### src/rtl/hazard_interlock.sv
// rtl/hazard_interlock.sv - register scoreboard, RAW/WAW interlock and branch flush sequencer
module hazard_interlock #(
    parameter int FLUSH_CYCLES = 2,
    parameter int STALL_CNT_W  = 16
) (
    input  logic                   clk,
    input  logic                   rst_n,
    input  logic [31:0]            instr_ID,
    input  logic                   instr_valid_ID,
    input  logic [4:0]             rs1_raddr_ID,
    input  logic [4:0]             rs2_raddr_ID,
    input  logic [4:0]             rd_waddr_ID,
    input  logic [1:0]             rs1_ID_fwd,
    input  logic [1:0]             rs2_ID_fwd,
    input  logic                   wb_valid_RB,
    input  logic [4:0]             rd_waddr_RB,
    input  logic                   branch_taken_EX,
    output logic                   stall_IF,
    output logic                   stall_ID,
    output logic                   bubble_EX,
    output logic                   flush_ID,
    output logic [31:0]            pending,
    output logic [STALL_CNT_W-1:0] stall_cnt
);

    localparam logic [6:0] OP_R      = 7'b0110011;
    localparam logic [6:0] OP_LOAD   = 7'b0000011;
    localparam logic [6:0] OP_IMM    = 7'b0010011;
    localparam logic [6:0] OP_STORE  = 7'b0100011;
    localparam logic [6:0] OP_BRANCH = 7'b1100011;
    localparam logic [6:0] OP_JAL    = 7'b1101111;
    localparam logic [6:0] OP_JALR   = 7'b1100111;
    localparam logic [6:0] OP_LUI    = 7'b0110111;
    localparam logic [6:0] OP_AUIPC  = 7'b0010111;

    // Flush cycles after the redirect cycle itself, minus the one FLUSH state visit that ends at fcnt==0
    localparam logic [2:0] FLUSH_LOAD = 3'((FLUSH_CYCLES > 1) ? (FLUSH_CYCLES - 2) : 0);
    localparam bit         FLUSH_MULTI = (FLUSH_CYCLES > 1);

    typedef enum logic [1:0] {RUN, STALL, FLUSH} state_t;

    state_t                 state_q, state_d;
    logic [2:0]             fcnt_q, fcnt_d;
    logic [31:0][1:0]       cnt_q, cnt_d;
    logic [STALL_CNT_W-1:0] stall_cnt_q, stall_cnt_d;

    logic writes_rd, uses_rs1, uses_rs2;
    logic hazard, issue;
    logic unused_instr;

    assign unused_instr = ^instr_ID[31:7];

    always_comb begin
        writes_rd = 1'b0;
        uses_rs1  = 1'b0;
        uses_rs2  = 1'b0;
        case (instr_ID[6:0])
            OP_R:      begin writes_rd = 1'b1; uses_rs1 = 1'b1; uses_rs2 = 1'b1; end
            OP_LOAD:   begin writes_rd = 1'b1; uses_rs1 = 1'b1; end
            OP_IMM:    begin writes_rd = 1'b1; uses_rs1 = 1'b1; end
            OP_STORE:  begin uses_rs1 = 1'b1; uses_rs2 = 1'b1; end
            OP_BRANCH: begin uses_rs1 = 1'b1; uses_rs2 = 1'b1; end
            OP_JAL:    writes_rd = 1'b1;
            OP_JALR:   begin writes_rd = 1'b1; uses_rs1 = 1'b1; end
            OP_LUI:    writes_rd = 1'b1;
            OP_AUIPC:  writes_rd = 1'b1;
            default:   ;
        endcase
    end

    // WAW term keeps a 2-bit counter from wrapping past 3
    always_comb begin
        hazard = instr_valid_ID && (
            (uses_rs1 && (rs1_raddr_ID != 5'd0) && (cnt_q[rs1_raddr_ID] != 2'd0) && (rs1_ID_fwd == 2'd0)) ||
            (uses_rs2 && (rs2_raddr_ID != 5'd0) && (cnt_q[rs2_raddr_ID] != 2'd0) && (rs2_ID_fwd == 2'd0)) ||
            (writes_rd && (rd_waddr_ID != 5'd0) && (cnt_q[rd_waddr_ID] == 2'd3)));
    end

    assign flush_ID  = branch_taken_EX || (state_q == FLUSH);
    assign stall_ID  = hazard && !flush_ID;
    assign stall_IF  = stall_ID;
    assign bubble_EX = stall_ID || flush_ID;
    assign issue     = instr_valid_ID && !stall_ID && !flush_ID;
    assign stall_cnt = stall_cnt_q;

    always_comb begin
        for (int r = 0; r < 32; r++) begin
            pending[r] = (cnt_q[r] != 2'd0);
        end
    end

    always_comb begin
        cnt_d = cnt_q;
        for (int r = 1; r < 32; r++) begin
            logic inc, dec;
            inc = issue && writes_rd && (rd_waddr_ID == 5'(r));
            dec = wb_valid_RB && (rd_waddr_RB == 5'(r));
            if (inc && !dec) begin
                cnt_d[r] = cnt_q[r] + 2'd1;
            end else if (dec && !inc && (cnt_q[r] != 2'd0)) begin
                cnt_d[r] = cnt_q[r] - 2'd1;
            end
        end
        cnt_d[0] = 2'd0;
    end

    always_comb begin
        stall_cnt_d = stall_cnt_q;
        if (stall_ID && (stall_cnt_q != '1)) begin
            stall_cnt_d = stall_cnt_q + STALL_CNT_W'(1);
        end
    end

    always_comb begin
        state_d = state_q;
        fcnt_d  = fcnt_q;
        if (branch_taken_EX) begin
            state_d = FLUSH_MULTI ? FLUSH : RUN;
            fcnt_d  = FLUSH_LOAD;
        end else begin
            case (state_q)
                RUN:     if (hazard) state_d = STALL;
                STALL:   if (!hazard) state_d = RUN;
                FLUSH: begin
                    if (fcnt_q == 3'd0) begin
                        state_d = RUN;
                    end else begin
                        fcnt_d = fcnt_q - 3'd1;
                    end
                end
                default: state_d = RUN;
            endcase
        end
    end

    always_ff @(posedge clk or negedge rst_n) begin
        if (!rst_n) begin
            state_q     <= RUN;
            fcnt_q      <= 3'd0;
            cnt_q       <= '0;
            stall_cnt_q <= '0;
        end else begin
            state_q     <= state_d;
            fcnt_q      <= fcnt_d;
            cnt_q       <= cnt_d;
            stall_cnt_q <= stall_cnt_d;
        end
    end

endmodule

### config.mk
export PLATFORM = sky130hd
export DESIGN_NAME = hazard_interlock
export DESIGN_NICKNAME = d
export VERILOG_FILES = /design/src/rtl/hazard_interlock.sv
export SDC_FILE = /design/constraint.sdc
export NUM_CORES = 1
export LEC_CHECK = 0
export CAP_MARGIN = 40
export CORE_ASPECT_RATIO = 1.2
export CORE_MARGIN = 2
export CORE_UTILIZATION = 49
export DETAILED_ROUTE_END_ITERATION = 10
export GPL_TIMING_DRIVEN = 0
export PLACE_DENSITY = 0.77
export SLEW_MARGIN = 20
export SYNTH_ARGS = -nofsm -noshare
export SYNTH_HDL_FRONTEND = slang
export SYNTH_SLANG_ARGS = --single-unit
### constraint.sdc
create_clock -name clk -period 3.1 [get_ports clk]
set_input_delay 0.465 -clock clk [delete_from_list [all_inputs] [get_ports clk]]
set_output_delay 0.465 -clock clk [all_outputs]
set_load 0.05 [all_outputs]
Fig. 1: cells coloured by class
Fill, decap, tap and diode cells in grey.
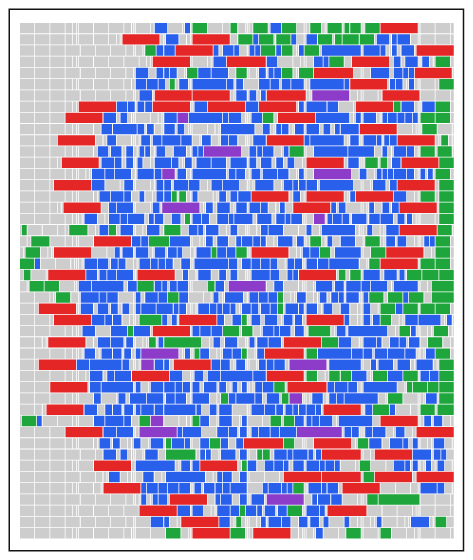
legend:
  red:
    class: flops
    cells: 83
  green:
    class: other buffers and delay cells
    cells: 155
  purple:
    class: clock drivers and dummy loads
    cells: 16
  blue:
    class: combinational and other logic
    cells: 659

Fig. 2: wires at chosen ports, followed through buffers
Scale bar: 20 um.
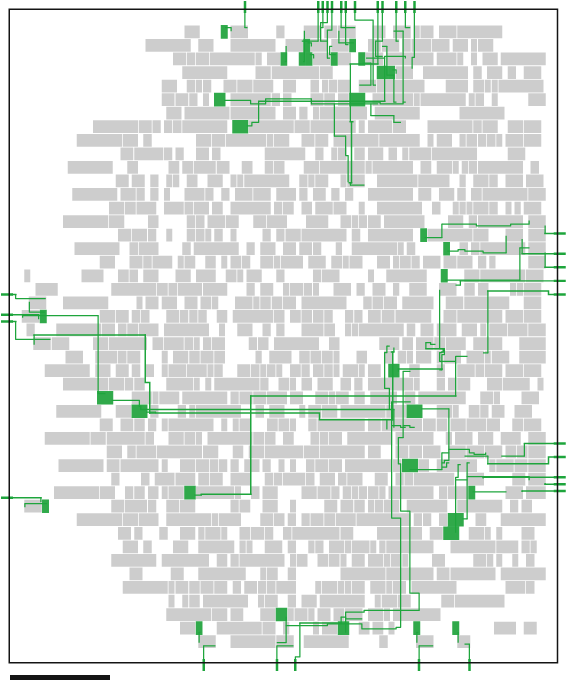
legend:
  green:
    port: `pending`
    bits: 32
    direction: output
    end_cells: 32
    buffers: 32
    wire: 1200 um

Fig. 3: wiring heat map
The die is cut into 22 by 26 equal tiles; dark blue is low, red is high, scaled to the fullest tile. Values are wire area over tile area, all layers added.
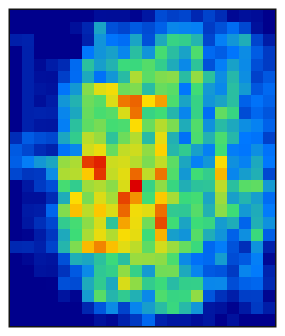
tiles over half the peak: 26%
densest ninth of the die: centre
fullest tile: 0.86
emptiest ninth of the die: north-west

==> changes_impl.md <==
### Metrics

* Outcome: complete, but fails checks
* Violations in the final reports: negative setup slack
* Number of antenna violations at the first check in global routing at 0
* Relative slew slack at 0.431
* Levels on crit path at 10
* Via count at between 7000 and 8000
* Stage delay of the slowest cell on the critical path at around 0.44 ns
* Cells along the critical path: nor2_1 > mux4_2 > nor3_1 > o311a_1 > a211oi_4 > nand3_2 > nand2_4 > nor2_4 > buf_6 > buf_8
* First-pass GRT wire length at roughly 34 mm
* Setup WS pre-CTS at -1.48 ns
* Post-synth cell types at 69
* Post-synthesis instance total at between 700 and 800
* Slack of the critical path at -0.124 ns
* Via count of the first global-routing pass at between 6000 and 7000
* Number of placed instances, taps included at 1037
* Most repeated cell in the gate-level netlist after synthesis: dfrtp_1
* # setup viols final at 11
* Io pins at approximately 110
* Capturing element type of the critical path: output port
* Clock network fraction of design power at 0.365
* Highest-power group: sequential cells
* Dominant register cell in the synthesized netlist: dfrtp_1
* Horizontal die dimension at about 110 um
* Leading cell types by total area after synthesis: dfrtp_1, mux4_2, nand3_1
* Switching portion of total power at 0.336
* Proportion of power drawn by flip-flops and latches at 0.400
* Power consumed by combinational cells at 0.733 mW
* Largest delay contributor family on the critical path: simple AND/OR/NAND/NOR gates
* Flip-flop count of the largest register after layout at 62
* Adder-cell area share of the yosys netlist at 0.00571
* Final hold viol count at 0
* Sum of buffers and inverters on the critical path at 2
* Tally of filler cells in the layout at approximately 1100
* Wire per inst at 21.6 um
* Top logic cell family in the synthesized netlist: simple AND/OR/NAND/NOR gates
* Number of multi-input logic gates at 618
* DIE HEIGHT at ~130 um
* 1st-pass router iterations at 8
* Worst Path Arrival at 2.76 ns
* Number of signal-net buffers in the layout at between 150 and 200
* Final Cycle Share at 1.04
* Critical Path Source: cnt_q[52]
* GR Layer Usage met2 at 0.516
* Maximum clock frequency at 310 MHz
* Number of max-cap violations at 0
* EDFF count, synth at 0
* Number of buffers inserted to repair setup after CTS at 16
* Number of standard cells reported by yosys at just under 800
* Required time of the worst setup path at 2.63 ns
Fig. 4: PDN straps and rails
Scale bar: 20 um. Pins as bars on the die edge. Tap cells in grey.
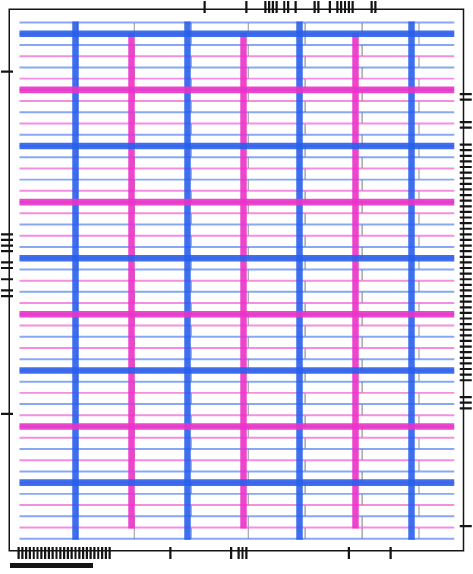
legend:
  magenta:
    net: VDD
  blue:
    net: VSS
tap cells: 168
met4 straps: 7
met5 straps: 9
rows: 46
signal pins: 113

Fig. 5: cell outlines without signal wires
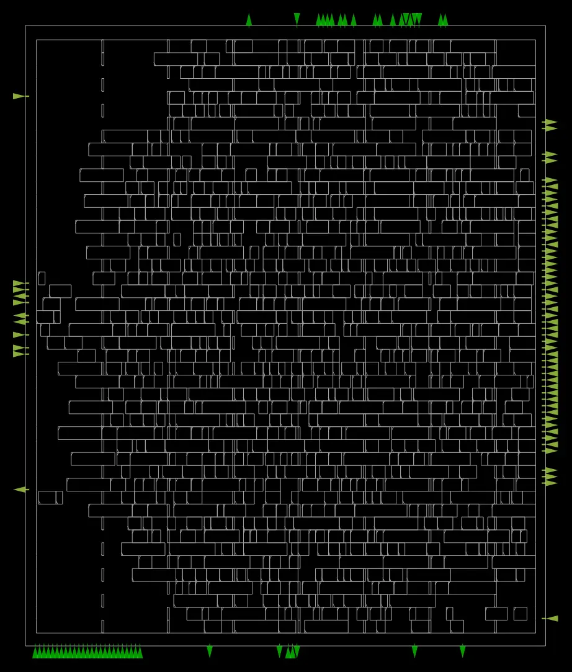
final core utilization: 0.657
share of the final layout cell area in sequential cells: 0.241
flop count: 83
core footprint: 13200 um2

No activity file was given, so power comes from the tool's default toggle rates.
